Figure 1. Placement view (run 1).
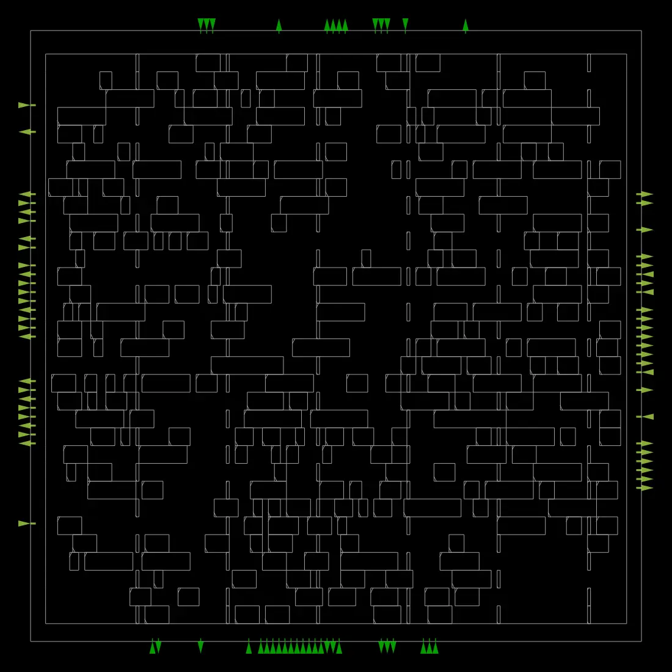
Figure 2. Routed metal, one colour a layer (run 1).
Bar = 20 µm.
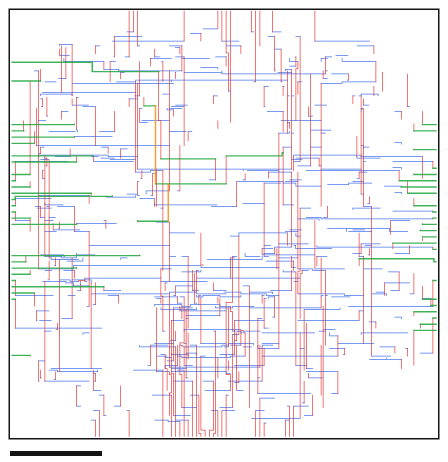
Figure 3. Gate-type map (run 1).
Bar = 20 µm.
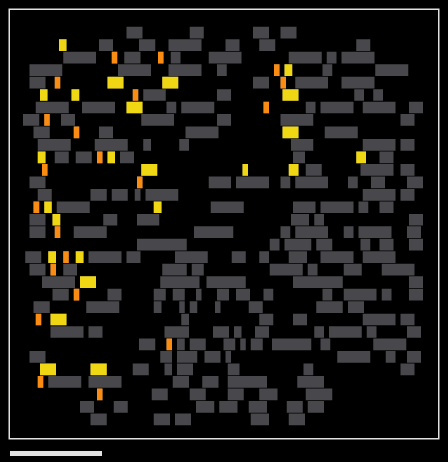
==> config.mk <==
export PLATFORM = sky130hd
export DESIGN_NAME = ppu_ctrl_pipeline
export DESIGN_NICKNAME = d
export VERILOG_FILES = /design/src/rtl/ppu_ctrl_pipeline.sv
export SDC_FILE = /design/constraint.sdc
export NUM_CORES = 1
export LEC_CHECK = 0
export CELL_PAD_IN_SITES_DETAIL_PLACEMENT = 1
export CELL_PAD_IN_SITES_GLOBAL_PLACEMENT = 2
export CORE_MARGIN = 2
export CORE_UTILIZATION = 24
export DETAILED_ROUTE_END_ITERATION = 8
export GPL_TIMING_DRIVEN = 0
export PLACE_DENSITY_LB_ADDON = 0.1
export REMOVE_ABC_BUFFERS = 1
export SLEW_MARGIN = 20
export SYNTH_ARGS = -nofsm -noshare
export SYNTH_HDL_FRONTEND = slang
export SYNTH_SLANG_ARGS = --single-unit
==> constraint.sdc <==
create_clock -name clk -period 1.75 [get_ports clk]
set_input_delay 0.175 -clock clk [delete_from_list [all_inputs] [get_ports clk]]
set_output_delay 0.175 -clock clk [all_outputs]
set_load 0.1 [all_outputs]
==> results.txt, run 1 <==
fresh numbers from the pnr run: largest cell class by area sequential cells, Clock Skew 6.243 ps, R2R setup slack 130 ps, fin nets 297, aoi share 5.291%, status completed, Final Hold Vio Count 0, grt ovf 0, Combinational Area 618.1 µm², antenna violations before repair 0, GRT Max-Usage Layer met2, #MultiIn Comb 84, max reg flops 8, clock sink count 53, distinct cell type count of the synthesized netlist 21, mux frac, synth 0%, Main logic family simple AND/OR/NAND/NOR gates, Die Height 93.34 µm, worst-margin pin slew 986.4 ps, crit share post-route 96.39%, max-slew violations 0
Notes on Figure 1 above:
Seq area share: 37.15%
Rows: 32
final cell count without fillers: 357
Core ar.: 7727 µm²

Notes on Figure 2 above:
metal 4: drawn in orange, wire length 25.2 µm. metal 1: drawn in blue, wire length 1890 µm. metal 2: drawn in red, wire length 2080 µm. metal 3: drawn in green, wire length 405 µm.
total global-route track usage: 10.64%
Via Count: 1394
routed length per placed instance: 12.34 µm
DRT Wirelength: 4405 µm

Notes on Figure 3 above:
NOR gates: drawn in yellow, cells 24, most used nor3_1. inverters: drawn in orange, cells 21, most used inv_1.
combinational share of cell area: 21.27%
highest-count logic cell in the final layout: dfxtp_1

==> run 1: critical path: stages <==
cell	delay, ps
clkdlybuf4s50_1	520
xnor2_2	130
nand4_1	180
o22ai_4	290
buf_12	220
==> run 1: what timing repair did <==
item | CTS | global route
pin swaps | 1 | 3
setup endpoints to repair | 56 | 13
setup buffers | 1 | 1
gates resized | 66 | 15
==> run 1: metrics by stage <==
| stage | total power (µW) | utilization (%) | cell area [µm²] |
|---|---|---|---|
| 2_1_floorplan | 1427 | - | 1713 |
| 3_3_place_gp | 1579 | 34.96 | 2701 |
| 3_5_place_dp | 1579 | 35.35 | 2731 |
| 4_1_cts | 2556 | 36.79 | 2843 |
| 5_1_grt | 2620 | 37.61 | 2907 |
| 6_report | 2505 | 37.61 | 2907 |
--- run 2 (diff from run 1) ---
Settings changed: GPL_ROUTABILITY_DRIVEN set to 0.
Figure 4. Placement by cell class (run 2).
Bar = 20 µm. Fill, decap, tap and diode cells in grey.
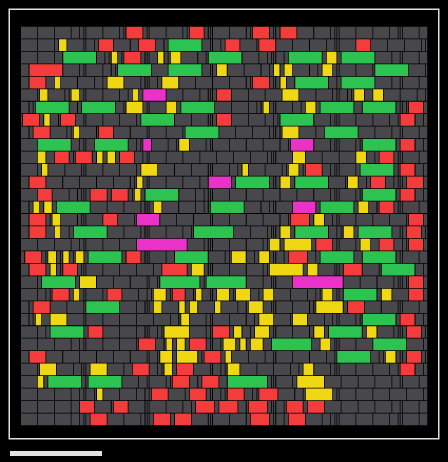
clock drivers and dummy loads: drawn in magenta, cells 8, share of their area 4.8%. combinational and other logic: drawn in yellow, cells 105, share of their area 25%. flops: drawn in green, cells 53, share of their area 39%. other buffers and delay cells: drawn in red, cells 89, share of their area 31%.
Layout Utilization: 37.61%
post-layout instance area: 2907 µm²

Figure 5. Gate-type map (run 2).
Bar = 20 µm.
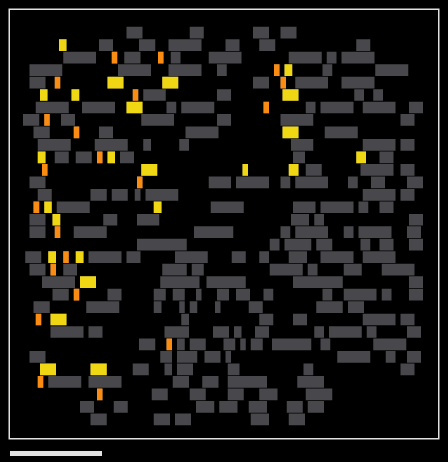
NOR gates: drawn in yellow, cells 24, most used nor3_1. inverters: drawn in orange, cells 21, most used inv_1.

==> run 2 against run 1 <==
Effect of this change:
- setup slack did not move
- die size did not move
- sequential power barely moved
- combinational power barely moved
- sequential share of layout area did not move
- power did not move
- clock skew did not move
- first-iteration DRC count did not move
- wire length did not move
- critical endpoint unchanged
- highest routed layer unchanged
==> results.txt, run 2 <==
fresh numbers from the pnr run: grt ovf 0 (unchanged), clock sink count 53 (unchanged), Seq area share 37.15% (unchanged), total global-route track usage 10.64% (unchanged), highest-count logic cell in the final layout dfxtp_1, Design Power 2505 µW (unchanged), status completed, crit share post-route 96.39% (unchanged), Rows 32 (unchanged), Combinational Area 618.1 µm² (unchanged), critical path's largest stage delay 520 ps (about the same), max reg flops 8 (unchanged), distinct cell type count of the synthesized netlist 21 (unchanged), R2R setup slack 130 ps (about the same), worst-margin pin slew 986.4 ps (unchanged), Via Count 1394 (unchanged), CP Depth 5 (unchanged), final cell count without fillers 357 (unchanged), DRT Wirelength 4405 µm (unchanged), #MultiIn Comb 84 (unchanged), Final Hold Vio Count 0 (unchanged), fin nets 297 (unchanged), placed inst area 2731 µm² (unchanged)
-- run 2: timing repair --
action,in CTS,in global routing
pin swaps,1,3
gates resized,66,15
setup buffers,1,1
setup endpoints to repair,56,13
hold buffers,0,0
-- run 2: cell families after synthesis --
family	synth area share (%)
XOR/XNOR	4.572
AND/OR/NAND/NOR	20.05
buffers and inverters	14.70
AND-OR/OR-AND	5.291
flip-flops	55.39
-- run 2: power groups by stage --
stage / combinational [µW] / clock [µW] / sequential (µW)
6_report: 311 / 963 / 1230
5_1_grt: 332 / 1050 / 1230
4_1_cts: 308 / 1010 / 1240
3_5_place_dp: 315 / 0 / 1260
3_3_place_gp: 314 / 0 / 1260
2_1_floorplan: 56.4 / 0 / 1370
Power figures rest on the tool's default switching activity, not on a simulated workload.
